===== src/rtl/status_led_testbus.sv =====
// status_led_testbus: stretched reset, per-LED off/on/blink/event-stretch drive and a registered test bus mux
module status_led_testbus #(
   parameter int NUM_LEDS    = 4,
   parameter int TB_WIDTH    = 8,
   parameter int NUM_TB_SRC  = 4,
   parameter int RST_STRETCH = 16,
   parameter int BLINK_DIV   = 24,
   parameter int PULSE_CYC   = 1024,
   parameter int SEL_W       = (NUM_TB_SRC > 1) ? $clog2(NUM_TB_SRC) : 1
) (
   input  logic                             i_CLK,
   input  logic                             i_RESET_n,
   input  logic [2*NUM_LEDS-1:0]            iv_LED_MODE,
   input  logic [NUM_LEDS-1:0]              iv_LED_EVENT,
   input  logic [SEL_W-1:0]                 iv_TB_SEL,
   input  logic [NUM_TB_SRC*TB_WIDTH-1:0]   iv_TB_SRC,
   output logic [TB_WIDTH-1:0]              ov_FPGA_TEST,
   output logic [NUM_LEDS-1:0]              ov_LED,
   output logic                             o_RESET_n
);
   localparam int CW = $clog2(PULSE_CYC + 1);
   logic [RST_STRETCH-1:0] rst_sr_q, rst_sr_d;
   logic [BLINK_DIV-1:0]   pre_q, pre_d;
   logic [CW-1:0]          cnt_q [NUM_LEDS];
   logic [CW-1:0]          cnt_d [NUM_LEDS];
   logic [NUM_LEDS-1:0]    led_q, led_d;
   logic [TB_WIDTH-1:0]    tb_q, tb_d;
   logic                   run;
   assign run          = rst_sr_q[RST_STRETCH-1];
   assign o_RESET_n    = run;
   assign ov_LED       = led_q;
   assign ov_FPGA_TEST = tb_q;
   // everything except the stretcher is held clear while the stretched reset is active
   always_comb begin
      rst_sr_d = {rst_sr_q[RST_STRETCH-2:0], 1'b1};
      pre_d    = run ? pre_q + BLINK_DIV'(1) : '0;
      tb_d     = '0;
      led_d    = '0;
      for (int s = 0; s < NUM_TB_SRC; s++)
         if (run && iv_TB_SEL == SEL_W'(s)) tb_d = iv_TB_SRC[s*TB_WIDTH +: TB_WIDTH];
      for (int k = 0; k < NUM_LEDS; k++) begin
         cnt_d[k] = (!run || iv_LED_MODE[2*k +: 2] != 2'b11) ? '0 :
                    iv_LED_EVENT[k] ? CW'(PULSE_CYC) :
                    (cnt_q[k] != '0) ? cnt_q[k] - CW'(1) : '0;
         led_d[k] = !run ? 1'b0 :
                    iv_LED_MODE[2*k+1] ? (iv_LED_MODE[2*k] ? (cnt_q[k] != '0) : pre_q[BLINK_DIV-1]) :
                    iv_LED_MODE[2*k];
      end
   end
   always_ff @(posedge i_CLK or negedge i_RESET_n) begin
      if (!i_RESET_n) begin
         rst_sr_q <= '0;
         pre_q    <= '0;
         led_q    <= '0;
         tb_q     <= '0;
         for (int k = 0; k < NUM_LEDS; k++) cnt_q[k] <= '0;
      end else begin
         rst_sr_q <= rst_sr_d;
         pre_q    <= pre_d;
         led_q    <= led_d;
         tb_q     <= tb_d;
         for (int k = 0; k < NUM_LEDS; k++) cnt_q[k] <= cnt_d[k];
      end
   end
endmodule


===== config.mk =====
export PLATFORM = sky130hd
export DESIGN_NAME = status_led_testbus
export DESIGN_NICKNAME = d
export VERILOG_FILES = /design/src/rtl/status_led_testbus.sv
export SDC_FILE = /design/constraint.sdc
export NUM_CORES = 1
export LEC_CHECK = 0
export CAP_MARGIN = 10
export CORE_MARGIN = 3
export CORE_UTILIZATION = 45
export CTS_CLUSTER_SIZE = 30
export DETAILED_ROUTE_END_ITERATION = 16
export GPL_ROUTABILITY_DRIVEN = 0
export GPL_TIMING_DRIVEN = 0
export PLACE_DENSITY_LB_ADDON = 0.15
export SYNTH_ARGS = -nofsm -noshare
export SYNTH_HDL_FRONTEND = slang
export SYNTH_SLANG_ARGS = --single-unit
export TNS_END_PERCENT = 50

===== constraint.sdc =====
create_clock -name i_CLK -period 3.9 [get_ports i_CLK]
set_input_delay 0.585 -clock i_CLK [delete_from_list [all_inputs] [get_ports i_CLK]]
set_output_delay 0.585 -clock i_CLK [all_outputs]
set_load 0.01 [all_outputs]

==> images/floorplan.png <==
Pins as bars on the die edge.
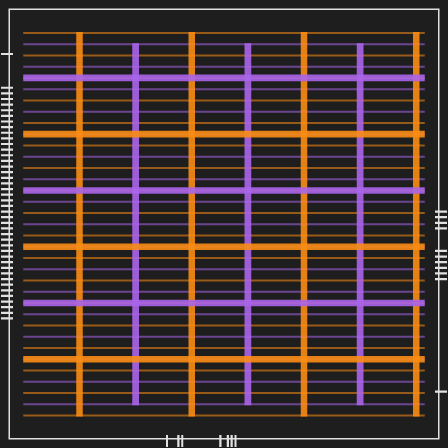
legend:
  VDD:
    color: purple
  VSS:
    color: orange
rows: 34
met5 straps: 6

==> images/clock_nets.png <==
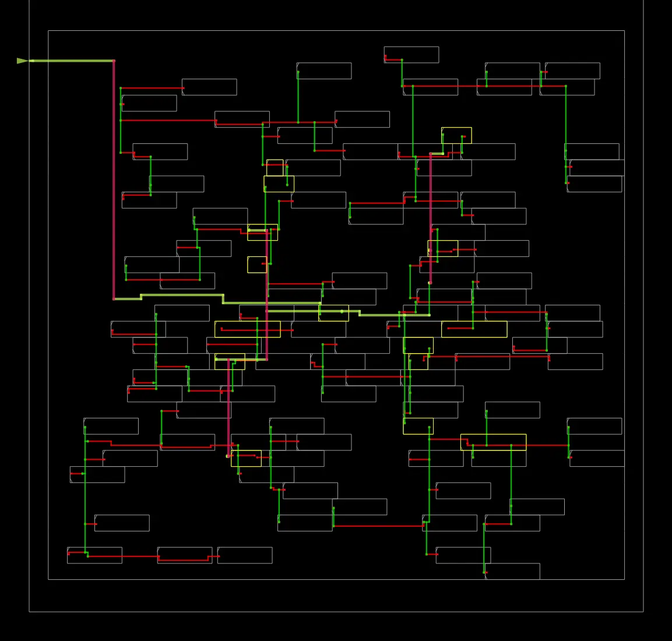
clock-net power: 757 µW
clock tree skew after final layout: 0.00996 ns
Clock Latency Late Sink: 0.34 ns
Seq Cell Count: 96

==> impl_metrics.tcl <==
# metrics dict for downstream scripts
set metrics [dict create \
    synth.cell_area_mm2 0.00427 \
    tritoncts.num_buffers 9 \
    setup_violations 0 \
    detail_route.vias_per_cell 5.13 \
    synth-cells-yosys 393 \
    timing.critical_path.cells "clkdlybuf4s50_1" \
    cellLeakagePower_uw 0.00249 \
    critPathLaunch "rst_sr_q[15]$_DFF_PN0_" \
    cts.sinks 96 \
    design_area_mm2 0.00528 \
    antenna_cells_inserted 0 \
    fill_cells 765 \
    post-route-min-period_ns 2.04 \
    count_of_buffers_inserted_at_the_top_level_ports 58 \
    drive_above_1_share_pct 6.64 \
    die.size.x_um 103 \
    timing.max_cap.violations 0 \
    drt_pass1_iterations 4 \
    first_pass_grt_wire_length_um 13400 \
    io_pins 61 \
    worstPathMaxFanout 6 \
    cp_max_delay_cell "clkdlybuf4s50_1" \
    timing_worst_setup_path_type "reg -> out" \
    path_delay_family "buffers and inverters" \
    rsz0062_at_grt "false" \
    cp_slowest_stage_delay_ns 0.60 \
    run_status "finished clean" \
    ys_chip_area_mm2 0.00427 \
    logic_area_mm2 0.00177 \
    max-slew-margin-rel_pct 57.8 \
    synthArstFlopShare_pct 100 \
    floorplan.core_util_pct 47.6 \
    clock_path_buffers 2 \
    hold_class "in -> async" \
    power_consumption_uw 1970 \
    syn_to_final_growth_pct 23.4 \
    first_global_vias 3128 \
    yosys.stat.seqShare_pct 56.2 \
    dieHeight_um 103 \
    clk_transition_reported_paths_ns 0.09 \
    finalHoldViolCount 0 \
    critical_path.endpoint_type "primary output" \
    detailroute.via_count 3040 \
    report.final.slew_viol_count 0 \
    detail_route.drc_violations 0 \
    postPlaceCellArea_mm2 0.00504 \
    post-dp-hpwl_um 5610 \
    initialDrtViolationCount 82 \
    chip_footprint_mm2 0.0107 \
    fmaxAchievable_mhz 491 \
    synth.cells.most_frequent "dfrtp_1 (96), nor2_1 (55), xor2_1 (24), a21oi_1 (21), nor3_1 (20)" \
    enable_flop_cells 0 \
    synthesis.area_per_instance_um2 10.9 \
    netlist_top_cells_area "dfrtp_1 (56%), xor2_1 (4.9%), nor2_1 (4.8%), mux4_2 (4.2%), xnor2_1 (3.5%)" \
    power.density_mw_per_mm2 373 \
    min_period_over_period_pct 52.2 \
    irDropWorstVdd_mv 0.207 \
    ys_ff 96 \
    layout.area.seq_mm2 0.00240 \
    grt_overflow_total 0 \
    wirelength_um 7650 \
    postCtsSetupBuffers 0 \
    synth.yosys.warnings 0 \
    synth.net_count 446 \
    core_area_mm2 0.00898 \
    postRouteAntennaNets 0 \
    cts_htree_levels 3 \
    tritoncts "done" \
    grt_start_max_net_pins 60 \
    routed_wire_length_per_instance_um 12.9 \
    cp_num_buf_inv 1 \
    worst_ep_required_time_ns 3.31 \
    critical_path.startpoint_type "flip-flop" \
    cts_hold_buf 0 \
    synth.most_common_cell "dfrtp_1" \
    fraction_of_post_synthesis_cell_area_in_the_top_cell_type_by_area_pct 56.2 \
    synthCells 393 \
    warnings 26 \
    hold_slack_ns 0.196 \
    worstMarginPinSlew_ns 0.629 \
    grt_antenna_before_repair 0 \
    cts_root_buffer "clkbuf_8" \
    cts_resized 0 \
    num-nets-final 516 \
    timing.rr.start "pre_q[5]$_DFF_PN0_" \
    critical_path_arrival_ns 1.45 \
    grtUsageTotal_pct 16.0 \
    yosys.cell_types.count 30 \
    yosys_most_used_dff "dfrtp_1" \
    fp-row-count 34 \
    post-synth-top-area-cell "dfrtp_1" \
]
==> images/m1.png <==
Supply wires on this layer in gray.
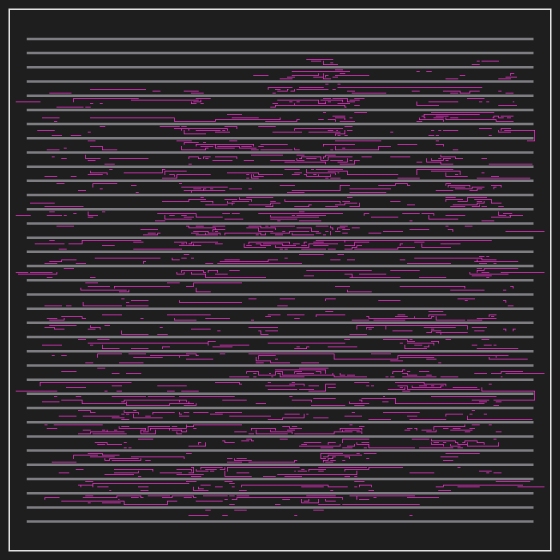
share of all routed wire: 45%
nets with wire on the layer: 455
wire length on this layer: 3450 µm
longest straight run: 33.6 µm
main direction: horizontal

==> images/ff_map.png <==
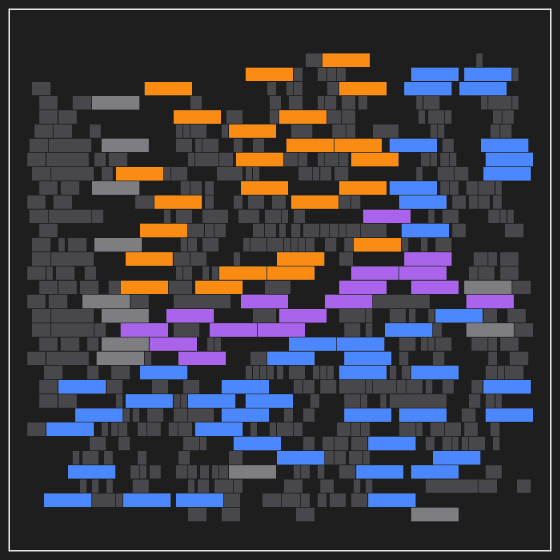
legend:
  `pre_q`:
    color: orange
    flops: 24
  `rst_sr_q`:
    color: purple
    flops: 16
  `cnt_q`:
    color: blue
    flops: 44
    where: spread over the die

report_power, final:
group | switching [µW] | leakage [µW] | total [µW] | internal [µW]
logic | 78.0 | 0.00109 | 181 | 103
registers | 13.4 | 0.00129 | 1030 | 1020
clock network | 330 | 0.000116 | 757 | 427
total | 422 | 0.00249 | 1970 | 1550
state kept, by name, indices dropped and copies added, names as in the netlist:
name,flops
cnt_q,44
ov_FPGA_TEST,8
ov_LED,4
pre_q,24
rst_sr_q,16
cell families (layout without fill, tap and decap cells):
| logic type | after synthesis | in the layout | share of synthesized area [%] |
|---|---|---|---|
| simple gates | 176 | 176 | 21.8 |
| flops | 96 | 96 | 56.2 |
| xor+xnor | 41 | 41 | 8.40 |
| compound gates | 40 | 40 | 5.33 |
| buf+inv | 26 | 100 | 2.46 |
| mux | 8 | 8 | 4.22 |
| fa+ha+maj | 5 | 5 | 1.46 |
| other cells | 1 | 1 | 0.0877 |
worst register-to-register path, stage by stage (launching register included):
cell     delay (ns)
dfrtp_1        0.45
nand4_2        0.19
or4_4          0.61
buf_6          0.16
or4_1          0.40
a21oi_1        0.15
stage by stage:
| step | worst slack (ns) | util (%) | TNS, ns | cells |
|---|---|---|---|---|
| final | 1.86 | 58.8 | 0 | 593 |
| after detailed placement | 1.82 | 56.1 | 0 | 578 |
| after CTS | 1.83 | 58.8 | 0 | 593 |
| after floorplan | 2.04 | - | 0 | 393 |
| after global placement | -1.25 | 55.8 | -119.14 | 577 |
| after global routing | 1.69 | 58.8 | 0 | 593 |
layout by cell type (no fill, tap or decap), drive strengths merged:
cell type      instances
o21ai                 10
dfrtp                 96
mux4                   8
buf                    4
and4                   4
nand4                  7
nand2b                 6
clkinvlp               1
nor4                   6
nor2                  55
nand3                 14
nand3b                 8
nand2                 15
or4                   16
nor3                  20
ha                     5
a21oi                 21
or2                    3
clkdlybuf4s50         57
or3                   13
bufinv                 3
clkinv                 1
inv                   16
and2                   9
a311oi                 4
xor2                  24
clkbuf                18
o31ai                  5
xnor2                 17
conb                   1
final timing paths:
check                                         to  slack, ns  cells past startpoint
max                                    o_RESET_n       1.86                      1
max reg2reg                  pre_q[19]$_DFF_PN0_       1.89                      5
min reg2reg                rst_sr_q[8]$_DFF_PN0_       0.35                      0
min                          cnt_q[41]$_DFF_PN0_       0.20                      1
min in group i_CLK         rst_sr_q[8]$_DFF_PN0_       0.35                      0
max in group asynchronous     pre_q[5]$_DFF_PN0_       3.06                      2
routing by layer:
layer | wire, µm | part of all wire (%) | GRT usage (%)
met2 | 3640 | 48 | 27.3
met1 | 3450 | 45 | 19.5
met4 | 114 | 1.5 | 6.27
met3 | 437 | 5.7 | 4.02
met5 | 0 | 0 | 0
cell type report:
| cell class | count | share of cell area, % |
|---|---|---|
| Timing Repair Buffer | 59 | 11.5 |
| Buffer | 11 | 0.925 |
| Clock buffer | 9 | 2.35 |
| Multi-Input combinational cell | 271 | 33.5 |
| Sequential cell | 96 | 45.5 |
| Inverter | 15 | 1.07 |
| Tap cell | 126 | 2.99 |
| Clock inverter | 6 | 2.18 |
No activity file was given, so power comes from the tool's default toggle rates.
